**src/rtl/pe_pkg.sv**
```systemverilog
// Shared definitions for the PE control sequencer: FSM states, kernel modes,
// default address widths and the mode-to-kernel-size mapping.
package pe_pkg;

    localparam int PMEM_ADDR_WIDTH_DEF = 8;
    localparam int WMEM_ADDR_WIDTH_DEF = 7;

    typedef enum logic [2:0] {
        ST_IDLE     = 3'd0,
        ST_WLOAD    = 3'd1,
        ST_WLATCH   = 3'd2,
        ST_PREFETCH = 3'd3,
        ST_RUN      = 3'd4,
        ST_DONE     = 3'd5
    } state_e;

    typedef enum logic [1:0] {
        MODE_K3 = 2'b00,
        MODE_K4 = 2'b01,
        MODE_K5 = 2'b10,
        MODE_K6 = 2'b11
    } mode_e;

    // Kernel size K (number of weight phases) for a given mode
    function automatic logic [2:0] mode_to_k(input logic [1:0] mode);
        logic [2:0] k;
        case (mode_e'(mode))
            MODE_K3: k = 3'd3;
            MODE_K4: k = 3'd4;
            MODE_K5: k = 3'd5;
            MODE_K6: k = 3'd6;
            default: k = 3'd3;
        endcase
        return k;
    endfunction

endpackage

```
**src/rtl/pe_step_cnt.sv**
```systemverilog
// Per-channel beat counter plus the modulo-K weight phase counter.
// Both advance only on an accepted beat and clear together on the last beat
// of a channel or on a job start.
module pe_step_cnt #(
    parameter int AW = 8
) (
    input  logic          i_clk,
    input  logic          i_rst_n,
    input  logic          i_clr,
    input  logic          i_acc,
    input  logic [AW-1:0] i_step_num,
    input  logic [2:0]    i_k,
    output logic [AW-1:0] o_step_cnt,
    output logic [2:0]    o_shift_cnt,
    output logic          o_last
);

    logic [AW-1:0] r_step_cnt;
    logic [2:0]    r_shift_cnt;
    logic          w_last;

    assign w_last      = (r_step_cnt == (i_step_num - AW'(1)));
    assign o_last      = w_last;
    assign o_step_cnt  = r_step_cnt;
    assign o_shift_cnt = r_shift_cnt;

    // Advance step/phase on accept, wrap phase at K-1, clear at channel end
    always_ff @(posedge i_clk or negedge i_rst_n) begin
        if (!i_rst_n) begin
            r_step_cnt  <= '0;
            r_shift_cnt <= 3'd0;
        end else if (i_clr) begin
            r_step_cnt  <= '0;
            r_shift_cnt <= 3'd0;
        end else if (i_acc) begin
            if (w_last) begin
                r_step_cnt  <= '0;
                r_shift_cnt <= 3'd0;
            end else begin
                r_step_cnt  <= r_step_cnt + AW'(1);
                r_shift_cnt <= (r_shift_cnt == (i_k - 3'd1)) ? 3'd0 : (r_shift_cnt + 3'd1);
            end
        end else begin
            r_step_cnt  <= r_step_cnt;
            r_shift_cnt <= r_shift_cnt;
        end
    end

endmodule

```
**src/rtl/pe_ctrl.sv**
```systemverilog
// Control sequencer for one PE: per channel it loads the weight row set,
// primes the pmem read pipeline, then streams image beats while the psums
// accumulate in pmem (bias on channel 0, previous psum afterwards).
module pe_ctrl
    import pe_pkg::*;
#(
    parameter int PMEM_ADDR_WIDTH = PMEM_ADDR_WIDTH_DEF,
    parameter int WMEM_ADDR_WIDTH = WMEM_ADDR_WIDTH_DEF
) (
    input  logic                       i_clk,
    input  logic                       i_rst_n,
    input  logic                       i_start,
    input  logic [1:0]                 i_mode,
    input  logic [3:0]                 i_psum_shift,
    input  logic [PMEM_ADDR_WIDTH-1:0] i_step_num,
    input  logic [WMEM_ADDR_WIDTH-1:0] i_ch_num,
    input  logic [WMEM_ADDR_WIDTH-1:0] i_wmem_base,
    input  logic                       i_img_valid,
    output logic                       o_img_ready,
    output logic [1:0]                 o_mode,
    output logic [3:0]                 o_psum_shift,
    output logic [2:0]                 o_wgt_shift,
    output logic                       o_bias_sel,
    output logic                       o_update_bias,
    output logic [WMEM_ADDR_WIDTH-1:0] o_wmem_rd_addr,
    output logic                       o_update_wgt,
    output logic                       o_pmem_rd_en0,
    output logic                       o_pmem_rd_en1,
    output logic [PMEM_ADDR_WIDTH-1:0] o_pmem_rd_addr0,
    output logic [PMEM_ADDR_WIDTH-1:0] o_pmem_rd_addr1,
    output logic                       o_pmem_wr_en0,
    output logic                       o_pmem_wr_en1,
    output logic [PMEM_ADDR_WIDTH-1:0] o_pmem_wr_addr0,
    output logic [PMEM_ADDR_WIDTH-1:0] o_pmem_wr_addr1,
    output logic                       o_busy,
    output logic                       o_done
);

    state_e                     r_state;
    logic [1:0]                 r_mode;
    logic [3:0]                 r_psum_shift;
    logic [PMEM_ADDR_WIDTH-1:0] r_step_num;
    logic [WMEM_ADDR_WIDTH-1:0] r_ch_num;
    logic [WMEM_ADDR_WIDTH-1:0] r_wmem_base;
    logic [WMEM_ADDR_WIDTH-1:0] r_ch_cnt;

    logic                       w_start_ok;
    logic                       w_acc;
    logic                       w_last;
    logic [PMEM_ADDR_WIDTH-1:0] w_step_cnt;
    logic [2:0]                 w_shift_cnt;

    // A start is honoured only while not busy (IDLE or the DONE cycle)
    assign w_start_ok = i_start & ((r_state == ST_IDLE) | (r_state == ST_DONE));
    assign w_acc      = (r_state == ST_RUN) & i_img_valid;

    pe_step_cnt #(
        .AW (PMEM_ADDR_WIDTH)
    ) u_step_cnt (
        .i_clk       (i_clk),
        .i_rst_n     (i_rst_n),
        .i_clr       (w_start_ok),
        .i_acc       (w_acc),
        .i_step_num  (r_step_num),
        .i_k         (mode_to_k(r_mode)),
        .o_step_cnt  (w_step_cnt),
        .o_shift_cnt (w_shift_cnt),
        .o_last      (w_last)
    );

    // Job FSM: descriptor latch, channel sequencing and completion
    always_ff @(posedge i_clk or negedge i_rst_n) begin
        if (!i_rst_n) begin
            r_state      <= ST_IDLE;
            r_mode       <= 2'd0;
            r_psum_shift <= 4'd0;
            r_step_num   <= '0;
            r_ch_num     <= '0;
            r_wmem_base  <= '0;
            r_ch_cnt     <= '0;
        end else begin
            case (r_state)
                ST_IDLE, ST_DONE: begin
                    if (w_start_ok) begin
                        r_mode       <= i_mode;
                        r_psum_shift <= i_psum_shift;
                        r_step_num   <= i_step_num;
                        r_ch_num     <= i_ch_num;
                        r_wmem_base  <= i_wmem_base;
                        r_ch_cnt     <= '0;
                        r_state      <= ((i_step_num == '0) || (i_ch_num == '0)) ? ST_DONE : ST_WLOAD;
                    end else begin
                        r_state <= ST_IDLE;
                    end
                end
                ST_WLOAD:    r_state <= ST_WLATCH;
                ST_WLATCH:   r_state <= ST_PREFETCH;
                ST_PREFETCH: r_state <= ST_RUN;
                ST_RUN: begin
                    if (w_acc && w_last) begin
                        if (r_ch_cnt == (r_ch_num - WMEM_ADDR_WIDTH'(1))) begin
                            r_state <= ST_DONE;
                        end else begin
                            r_ch_cnt <= r_ch_cnt + WMEM_ADDR_WIDTH'(1);
                            r_state  <= ST_WLOAD;
                        end
                    end else begin
                        r_state <= ST_RUN;
                    end
                end
                default: r_state <= ST_IDLE;
            endcase
        end
    end

    assign o_mode       = r_mode;
    assign o_psum_shift = r_psum_shift;
    assign o_wgt_shift  = w_shift_cnt;
    assign o_bias_sel   = (r_ch_cnt != '0);

    // Strobe, enable and address decode; pmem enables in RUN follow the accept
    always_comb begin
        o_img_ready     = 1'b0;
        o_update_bias   = 1'b0;
        o_update_wgt    = 1'b0;
        o_wmem_rd_addr  = '0;
        o_pmem_rd_en0   = 1'b0;
        o_pmem_rd_en1   = 1'b0;
        o_pmem_rd_addr0 = '0;
        o_pmem_rd_addr1 = '0;
        o_pmem_wr_en0   = 1'b0;
        o_pmem_wr_en1   = 1'b0;
        o_pmem_wr_addr0 = '0;
        o_pmem_wr_addr1 = '0;
        o_busy          = 1'b0;
        o_done          = 1'b0;
        case (r_state)
            ST_WLOAD: begin
                o_busy         = 1'b1;
                o_wmem_rd_addr = r_wmem_base + r_ch_cnt;
            end
            ST_WLATCH: begin
                o_busy        = 1'b1;
                o_update_wgt  = 1'b1;
                o_update_bias = (r_ch_cnt == '0);
            end
            ST_PREFETCH: begin
                o_busy        = 1'b1;
                o_pmem_rd_en0 = 1'b1;
                o_pmem_rd_en1 = 1'b1;
            end
            ST_RUN: begin
                o_busy          = 1'b1;
                o_img_ready     = 1'b1;
                o_pmem_wr_en0   = w_acc;
                o_pmem_wr_en1   = w_acc;
                o_pmem_wr_addr0 = w_step_cnt;
                o_pmem_wr_addr1 = w_step_cnt;
                o_pmem_rd_en0   = w_acc & ~w_last;
                o_pmem_rd_en1   = w_acc & ~w_last;
                o_pmem_rd_addr0 = w_step_cnt + PMEM_ADDR_WIDTH'(1);
                o_pmem_rd_addr1 = w_step_cnt + PMEM_ADDR_WIDTH'(1);
            end
            ST_DONE: o_done = 1'b1;
            default: o_done = 1'b0;
        endcase
    end

endmodule
```
**config.mk**
```make
export PLATFORM = sky130hd
export DESIGN_NAME = pe_ctrl
export DESIGN_NICKNAME = d
export VERILOG_FILES = /design/src/rtl/pe_pkg.sv /design/src/rtl/pe_step_cnt.sv /design/src/rtl/pe_ctrl.sv
export SDC_FILE = /design/constraint.sdc
export NUM_CORES = 1
export LEC_CHECK = 0
export ABC_AREA = 1
export ABC_CLOCK_PERIOD_IN_PS = 2400
export CORE_ASPECT_RATIO = 2
export CORE_UTILIZATION = 40
export DETAILED_ROUTE_END_ITERATION = 8
export PLACE_DENSITY = 0.71
export SLEW_MARGIN = 10
export SYNTH_ARGS = -nofsm -noshare
export SYNTH_HDL_FRONTEND = slang
export SYNTH_SLANG_ARGS = --single-unit
```
**constraint.sdc**
```tcl
create_clock -name i_clk -period 2.4 [get_ports i_clk]
set_clock_uncertainty 0.15 [all_clocks]
set_input_delay 0.36 -clock i_clk [delete_from_list [all_inputs] [get_ports i_clk]]
set_output_delay 0.36 -clock i_clk [all_outputs]
set_load 0.005 [all_outputs]
```
==> run_1/metal_stack.png <==
Scale bar: 20 um.
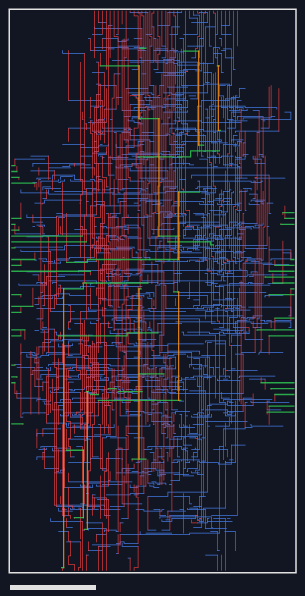
met4 -> orange  # wire length 269 um
met3 -> green  # wire length 353 um
met1 -> blue  # wire length 3630 um
met2 -> red  # wire length 5470 um
total detailed-routing wirelength: 9720 um
Total GRT Usage: 22.7%
count of vias placed by the detailed router: 3386
average wire length per cell after detail routing: 14.0 um

==> run_1/final_clocks.png <==
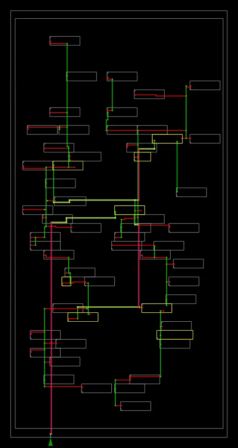
clock buffer count in the final layout: 6
clk latency late pin: 0.30 ns

==> run notes, run 1 <==
Notes on the flow run.

- The flow ran to the end, but the final reports show violations.
- The final reports fail on setup timing.
- The fraction of layout instances using a drive strength above 1 is 23.1%, for reference.
- The dominant delay contributor by cell family on the critical path is adder cells, for reference.
- The count of cells along the worst register-to-register path is 13, for reference.
- The worst slew margin relative to its limit is 52.2%, for reference.
- Adding up every negative setup slack in the final design gives -0.581 ns.
- The combinational power share is 55.0%, for reference.
- At floorplan, the net count of the design was reported as 512.
- The fraction of synthesized cell area taken by the top area cell type is 37.3%, for reference.
- By area the synthesized netlist is led by dfrtp_1, nand2_1, inv_1.
- The final standard cell count with taps included and fillers excluded is 693, for reference.
- The type of destination of the critical path is a primary output, for reference.
- The largest vdd supply drop is 0.670 mV, for reference.
- TritonCTS built the clock tree.
- Wire segments on met3 add up to 353 um in the final route.
- The final worst setup slack is -0.301 ns, for reference.
- Max-cap violations in this run came to 0.
- In the final layout, the fill cell count is 716.
- After the last flow step, the layout net total stands at 641.
- Gates resized during post-CTS repair numbered 108.
- The largest power group is combinational cells, for reference.
- The routability congestion estimate is 0.874, for reference.
- Per STA, the startpoint of the critical path is r_wmem_base[0]$_DFFE_PN0P_.
- The top cell type by instance count after synthesis is nand2_1, for reference.
- The number of combinational gates with multiple inputs is 324, for reference.
- For the pin with the worst max-slew slack, the measured transition is 0.718 ns.
- The synthesized netlist contains 28 unique library cells.
- Sequential cells account for 28.2% of the total power.
- The start-to-end type of the worst setup path is register to primary output, for reference.
- 90 I/O pins were placed.
- Walking the worst path, the cells encountered are ha_2, fa_2, nand2_2, inv_2, o21ai_2, a21boi_2, o21a_1, o21ai_1, nor3b_2, buf_2.
- The total grt overflow is 0, for reference.
- The most frequently used flop master after synthesis is dfrtp_1, for reference.
- The global-route wire length before repair is 15000 um, for reference.
- The clock network power is 0.000836 W, for reference.
- The cell-internal power is 0.00290 W, for reference.
- The number of synthesized flops with an enable pin is 0, for reference.
- Per the STA report, the cell with the highest stage delay on the worst path is dfrtp_1.
- The total stage count of the critical path is 10, for reference.
- Setup slack on the worst reg-to-reg path comes out at 0.30 ns.
- Looking at the reg2reg group, the worst path ends at r_ch_cnt[0]$_DFFE_PN0P_.
- The logs give a warning total of 29.
- The multi-input combinational area share is 37.4%, for reference.
- Per the timing report, the biggest fanout along the worst path comes to 2.
- The buffering stage count on the worst path with inverters included is 2, for reference.
- Warnings reported by Yosys during synthesis add up to 0.
- The cell area that synthesis handed to floorplanning was 3290 um2.
- Entering global routing, the biggest net connects 31 pins.
- The placed wire-length estimate is 6970 um, for reference.
- The clock net in this run drives a total of 49 sinks.
- The path type of the worst min-delay path is register to register, for reference.
- The number of hold buffers added after CTS was 1.
- The number of violations reported at the end of detailed-routing iteration 0 is 145, for reference.
- The floorplan row count is 46, for reference.
- The first detailed-routing pass ran for 4 iterations.
- In this run the full chip footprint comes out at 8610 um2.
- The endpoint arrival time on the critical path is 2.19 ns, for reference.
- The timing-limited maximum frequency is 0.370 GHz, for reference.
- For the worst reg-to-reg path, the startpoint reported by OpenROAD is r_state[1]$_DFF_PN0_.
- The fraction of power spent switching nets is 41.7%, for reference.
- Per the layout report, the design carries 67 non-clock inverters.
- The final total power is 0.00498 W, for reference.
- Ranked by instance count, the synthesized netlist is headed by nand2_1, inv_1, nor2_1.
- The region available for standard cell placement spans 7940 um2.
- Summed over all instances, the cell type with the most area after synthesis is dfrtp_1.
- The number of instances in the synthesized netlist is 467, for reference.
- The data required time of the worst path is 1.89 ns, for reference.
- Setup repair after global routing could not meet its margin everywhere.
- The clock share of power is 16.8%, for reference.
- The sequential share of the synthesized area is 37.3%, for reference.
- The CTS report gives the tree buffer count as 5.
- The remaining antenna violation count is 0, for reference.
- The met2 wirelength from detailed routing is 5470 um, for reference.
- The largest stage delay on the critical path is 0.39 ns, for reference.
- The final tally of setup violations is 6, for reference.
- Synthesis inferred 49 register bits.
- After detailed placement, the design holds a cell count of 659.
- The number of pins exceeding their max-slew limit in the final report is 0, for reference.
- The multi-input combinational cell area is 1850 um2, for reference.
- The startpoint type of the worst setup path is a register, for reference.
- For reference, the clock transition at the flip-flops on the worst setup and hold paths is 0.07 ns.
- The total inserted antenna cells is 0, for reference.
- Setup slack on the worst path after placement came out at -0.624 ns.
- The final cell area excluding filler cells is 4930 um2, for reference.
- Of the available clock period, the critical path in the final layout requires 113%.
- The flow measured a signed area growth from synthesis to layout of 49.8%.
- The fraction of cell area in non-clock buffers is 26.4%, for reference.
- The total power density per cell area is 1010 nW/um2, for reference.
- The async set or reset register ratio after synthesis is 100%, for reference.
- The area-dominant cell class after layout is multi-input combinational cells, for reference.
- The design has 49 sequential cells.
- The net switching power in the latest report is 0.00208 W.
- The total cell area at the placement stage is 4380 um2, for reference.
- The power report lists the combinational group at 0.00274 W.
- The worst hold slack across all endpoints is 0.334 ns, for reference.
- The depth of the CTS H-tree is 2, for reference.
- The initial antenna violation count is 0, for reference.
- The via count of the first global-routing pass is 3352.
- The reported leakage power is 2.68 nW, for reference.
- The detailed-route vias per instance is 4.89, for reference.
- The library cell used as clock root buffer is clkbuf_16, for reference.
- The residual DRC count is 0, for reference.
- For this design, Yosys synthesis ends with a cell count of 467.
- The wire length the detailed router placed on met1 is 3630 um, for reference.
- The initial utilization of the core area, before any placement, comes to 41.4%.
- The clock network contribution to total cell area is 3.58%, for reference.
- The timing endpoint of the critical path is o_wmem_rd_addr[6], for reference.
- The number of failing hold endpoints at the final stage is 0, for reference.
- Across the placement rows, the number of tap cells is 96.
- Once the clock tree was built, the setup fixing pass inserted 20 buffers.
- The count of input and output buffers is 89, for reference.
- The clock tree buffer depth is 2, for reference.
- Counting plain and timing-repair buffers in the layout gives 149.
- The synthesized chip area reported by yosys is 3290 um2, for reference.
- The die span in x is 66.1 um, for reference.
- The average cell area after synthesis is 7.04 um2, for reference.
- The top metal layer carrying routed signals is met4, for reference.
- The floorplan step set the die height to 130 um.
- The final timing report derives a shortest allowable period of 2.70 ns.
==> run_1/registers.png <==
Scale bar: 20 um. Other sequential cells in the stronger grey, the rest of the logic in the fainter grey.
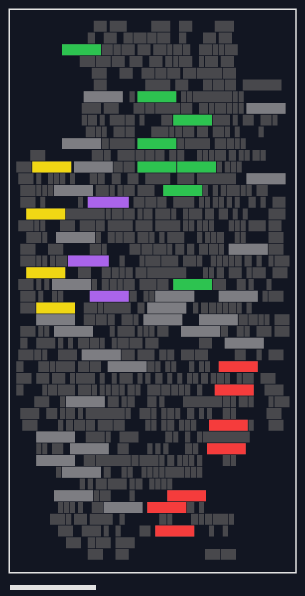
r_ch_num -> red  # sequential cells 7, where bottom right
r_state -> purple  # sequential cells 3
u_step_cnt.o_step_cnt -> green  # sequential cells 8, where top middle
o_psum_shift -> yellow  # sequential cells 4, where left middle
not coloured = 27
final core area utilization: 62.1%
Sequential Area: 1230 um2
power dissipated in sequential cells: 0.00140 W
sequential share of cell area: 24.9%

## run 1: metal layers
layer / GRT usage, % / vias to the layer above
met2: 41.7 / 80
li1: - / 1704
met5: 0 / -
met3: 4.20 / 21
met1: 24.0 / 1581
met4: 11.3 / 0
## run 1: worst min path at each step
stage / startpoint / endpoint / slack (ns) / depth (start not counted)
floorplan: i_rst_n / o_mode[0]$_DFFE_PN0P_ / -0.09 / 0
finish: o_psum_shift[3]$_DFFE_PN0P_ / o_psum_shift[3]$_DFFE_PN0P_ / 0.33 / 2
global route: o_psum_shift[0]$_DFFE_PN0P_ / o_psum_shift[0]$_DFFE_PN0P_ / 0.37 / 2
CTS: o_psum_shift[0]$_DFFE_PN0P_ / o_psum_shift[0]$_DFFE_PN0P_ / 0.34 / 2
detailed placement: i_rst_n / r_ch_cnt[4]$_DFFE_PN0P_ / 0.29 / 1
global placement: i_rst_n / r_ch_cnt[4]$_DFFE_PN0P_ / 0.29 / 1
## run 1: cell families after synthesis
group	Yosys count	share of synthesized area, %
AOI/OAI and AO/OA	42	7.04
buffers and inverters	94	13.0
adders and majority gates	13	5.17
xor gates and xnor gates	22	5.86
DFF	49	37.3
and+or+nand+nor	247	31.6
## run 1: layout by cell type (no fill, tap or decap), types with 5 or more instances in the layout
master	Yosys	final
nand2_2	1	8
dlymetal6s2s_1	0	5
nand3_1	30	27
ha_1	12	9
inv_2	2	11
o22ai_1	9	9
inv_1	65	55
clkbuf_16	0	5
o21ai_0	25	23
dfrtp_1	49	47
xnor2_1	7	7
dlygate4sd2_1	0	30
clkdlybuf4s50_1	0	42
buf_4	18	52
xor2_1	15	11
nor2_2	1	10
nand2_1	140	132
buf_6	0	9
buf_2	6	8
nor2_1	52	41
nor3_1	10	5
nand4_1	6	6
==> run_1/port_nets.png <==
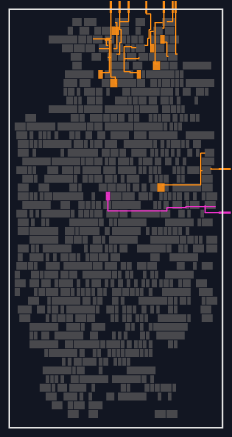

==> run 1 -> run 2 <==
--- a/config.mk
+++ b/config.mk
@@ -8,3 +8,3 @@
 export ABC_AREA = 1
-export ABC_CLOCK_PERIOD_IN_PS = 2400
+export ABC_CLOCK_PERIOD_IN_PS = 2650
 export CORE_ASPECT_RATIO = 2
@@ -12,3 +12,3 @@
 export DETAILED_ROUTE_END_ITERATION = 8
-export PLACE_DENSITY = 0.71
+export PLACE_DENSITY = 0.68
 export SLEW_MARGIN = 10
==> constraint.sdc (replaced) <==
create_clock -name i_clk -period 2.65 [get_ports i_clk]
set_clock_uncertainty 0.15 [all_clocks]
set_input_delay 0.3975 -clock i_clk [delete_from_list [all_inputs] [get_ports i_clk]]
set_output_delay 0.3975 -clock i_clk [all_outputs]
set_load 0.1 [all_outputs]
==> run_2/port_nets.png <==
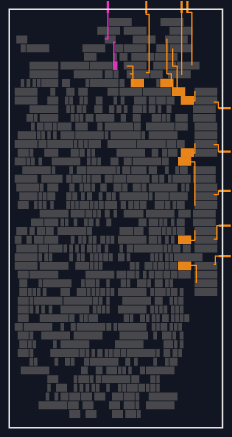
o_pmem_wr_addr1 -> orange  # direction output, edge 5 right, 3 top, end cells 8, buffers 8, wire 155 um
i_start -> magenta  # direction input, edge top, end cells 1, buffers 1, wire 17.7 um
number of I/O port buffers: 89
I/O pin cnt: 90

==> run 2 against run 1 <==
  * The run still ends with setup timing left
  * Global-route usage grew 1.3 points
  * Final area grew 7.3%
  * Wire length decreased by 1.6%
  * Sequential share of layout area down 1.7 points
  * Utilization up 4.5 points
  * Critical path type unchanged
  * Highest routed layer unchanged
==> run notes, run 2 <==
Notes on the flow run.

- Outcome: complete, but fails checks (unchanged).
- Violations in the final reports: setup timing (unchanged).
- The cell area after synthesis is 3290 um2 (unchanged), for reference.
- The async set or reset register ratio after synthesis was 100% (unchanged).
- The maximum number of pins on one net before global-route repair is 50 (was 31), for reference.
- The clock share of power is 10.5% (was 16.8%).
- The library cell used as clock root buffer is clkbuf_16 (unchanged).
- Unrepaired setup endpoints after global routing: true (unchanged).
- The beginning of the worst register-to-register path was r_step_num[0]$_DFFE_PN0P_ (was r_state[1]$_DFF_PN0_).
- The total of warnings raised by yosys was 0 (unchanged).
- The type of destination of the critical path is a primary output (unchanged).
- The global-route wire length before repair came to 15500 um (was 15000 um).
- The reported leakage power is 2.50 nW (was 2.68 nW), for reference.
- The number of warnings in the stage logs is 30 (was 29), for reference.
- The final worst setup slack is -0.229 ns (was -0.301 ns).
- The area of the chip is 8610 um2 (unchanged), for reference.
- The aggregate routed wire length is 9570 um (was 9720 um).
- The fraction of power spent switching nets was 54.9% (was 41.7%).
- The number of instances in the synthesized netlist was 467 (unchanged).
- The detailed-route vias per instance was 5.05 (was 4.89).
- The most frequently used flop master after synthesis is dfrtp_1 (unchanged), for reference.
- The vertical die size came to 130 um (unchanged).
- The worst hold slack across all endpoints is 0.327 ns (was 0.334 ns).
- The sequential share of the synthesized area is 37.3% (unchanged), for reference.
- The via count of the first global-routing pass is 3435 (was 3352), for reference.
- The post-layout net count is 614 (was 641), for reference.
- The startpoint type of the worst setup path is a register (unchanged).
- After layout, the minimum clock period comes to 2.88 ns.
- The final standard cell count with taps included and fillers excluded is 665 (was 693), for reference.
- The timing endpoint of the critical path is o_wmem_rd_addr[6] (unchanged), for reference.
- The count of cells along the worst register-to-register path was 16 (was 13).
- The actual transition at the worst max-transition pin is 0.445 ns (was 0.718 ns), for reference.
- Ordered list of cells on the worst path: ha_2, fa_2, nand2_2, inv_2, o21ai_4, a21boi_2, o21a_1, o21ai_1, nor3b_4, buf_12 (was ha_2, fa_2, nand2_2, inv_2, o21ai_2, a21boi_2, o21a_1, o21ai_1, nor3b_2, buf_2).
- Leading post-synthesis cells by instance count: nand2_1, inv_1, nor2_1 (unchanged).
- The fraction of synthesized cell area taken by the top area cell type is 37.3% (unchanged), for reference.
- The total inserted antenna cells came to 0 (unchanged).
- The routability congestion estimate is 0.913 (was 0.874), for reference.
- The number of failing hold endpoints at the final stage is 0 (unchanged).
- The yosys cell count came to 467 (unchanged).
- The number of synthesized flops with an enable pin is 0 (unchanged).
- The endpoint arrival time on the critical path is 2.33 ns (was 2.19 ns), for reference.
- The die span in x was 66.1 um (unchanged).
- The relative area change from synthesis to final layout was 60.8% (was 49.8%).
- The total stage count of the critical path is 10 (unchanged).
- The register-to-register setup slack is 0.43 ns (was 0.30 ns), for reference.
- The hold path startpoint is o_psum_shift[3]$_DFFE_PN0P_ (unchanged).
- The fraction of layout instances using a drive strength above 1 was 27.4% (was 23.1%).
- Area contributors post-synth: dfrtp_1, nand2_1, inv_1 (unchanged).
- The synthesized chip area reported by yosys is 3290 um2 (unchanged), for reference.
- The worst hold path endpoint is o_psum_shift[3]$_DFFE_PN0P_ (unchanged).
- The post-synthesis sequential element count came to 49 (unchanged).
- The number of cells on the worst hold path is 2 (unchanged), for reference.
- The buffering stage count on the worst path with inverters included came to 2 (unchanged).
- The clock tree buffer depth is 2 (unchanged), for reference.
- The final tally of setup violations was 2 (was 6).
- The capturing point of the worst reg2reg path is r_ch_cnt[5]$_DFFE_PN0P_ (was r_ch_cnt[0]$_DFFE_PN0P_).
- The combinational power share is 68.0% (was 55.0%), for reference.
- Per the timing report, the achievable frequency comes out to 0.347 GHz.
- The switching power is 0.00331 W (was 0.00208 W), for reference.
- The setup TNS after final layout is -0.264 ns (was -0.581 ns), for reference.
- The worst slew margin relative to its limit is 70.3% (was 52.2%), for reference.
- The number of instances in the placed design is 640 (was 659), for reference.
- The data required time of the worst path came to 2.10 ns (was 1.89 ns).
- The largest stage delay on the critical path is 0.39 ns (about the same), for reference.
- The largest vdd supply drop is 1.14 mV (was 0.670 mV), for reference.
- The clock insertion delay at the later pin of the skew report is 0.29 ns (was 0.30 ns), for reference.
- The total grt overflow is 0 (unchanged), for reference.
- The register clock-pin slew on the reported worst setup and hold paths was 0.06 ns (was 0.07 ns).
- The final total power came to 0.00602 W (was 0.00498 W).
- The placeable core region was 7940 um2 (unchanged).
- The top cell type by instance count after synthesis is nand2_1 (unchanged), for reference.
- The floorplan row count is 46 (unchanged), for reference.
- Most numerous logic cells after layout: nand2_1, inv_1, dfrtp_1, buf_12, buf_4 (was nand2_1, inv_1, buf_4).
- The depth of the CTS H-tree is 2 (unchanged), for reference.
- The starting density of the core is 41.4% (unchanged), for reference.
- Dividing the final minimum period by the clock period gives 109%.
- The number of nets produced by synthesis was 512 (unchanged).
- The total power density per cell area is 1140 nW/um2 (was 1010 nW/um2), for reference.
- The number of clock sinks is 49 (unchanged), for reference.
- The cell-internal power was 0.00271 W (was 0.00290 W).
- The dominant delay contributor by cell family on the critical path is adder cells (unchanged).
==> run_2/registers.png <==
Scale bar: 20 um. Other sequential cells in the stronger grey, the rest of the logic in the fainter grey.
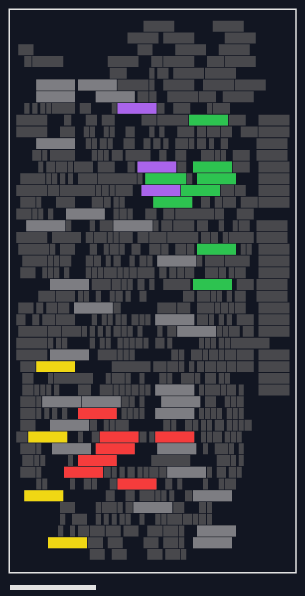
final core area utilization: 66.6%
power dissipated in sequential cells: 0.00129 W
Sequential Area: 1230 um2
sequential share of cell area: 23.2%

run 2: power groups by stage:
stage               sequential (W)  clock [W]  combinational (W)
finish                     0.00129   0.000634            0.00410
global route               0.00133   0.000682            0.00439
CTS                        0.00130   0.000645            0.00391
detailed placement         0.00131          0            0.00384
global placement           0.00129          0            0.00376
floorplan                  0.00160          0            0.00244
run 2: cell type report:
| cell class | count | area (um2) |
|---|---|---|
| Sequential cell | 49 | 1230 |
| Clock buffer | 7 | 143 |
| Fill cell | 645 | 2650 |
| Timing Repair Buffer | 122 | 1600 |
| Tap cell | 96 | 120 |
| Inverter | 67 | 262 |
| Multi-Input combinational cell | 324 | 1940 |
run 2: cells by family after synthesis:
kind of cell               Yosys count  synth area share, %
AOI/OAI and AO/OA                   42                 7.04
xor gates and xnor gates            22                 5.86
adders and majority gates           13                 5.17
buffers and inverters               94                 13.0
DFF                                 49                 37.3
and+or+nand+nor                    247                 31.6
run 2: what timing repair did:
action,CTS,global route
setup endpoints to repair,7,9
hold buffers,1,0
pin swaps,8,13
setup buffers,4,14
cloned,0,0
gates resized,12,15
hold endpoints to repair,49,0
run 2: through the flow:
stage / utilization [%] / instance area (um2) / setup slack (ns)
final: 66.6 / 5290 / -0.229
after floorplan: - / 3760 / -0.852
after CTS: 64.7 / 5140 / -0.220
after global routing: 66.6 / 5290 / -0.291
after global placement: 62.0 / 4930 / 0.0694
after detailed placement: 62.0 / 4930 / 0.0418
run 2: routing by layer:
layer	vias to the layer above	GRT usage [%]	routed length, um
met5	-	0	0
met4	0	16.3	594
li1	1640	-	-
met1	1575	20.5	2990
met2	105	48.0	5680
met3	37	3.41	301
No activity file was given, so power comes from the tool's default toggle rates.
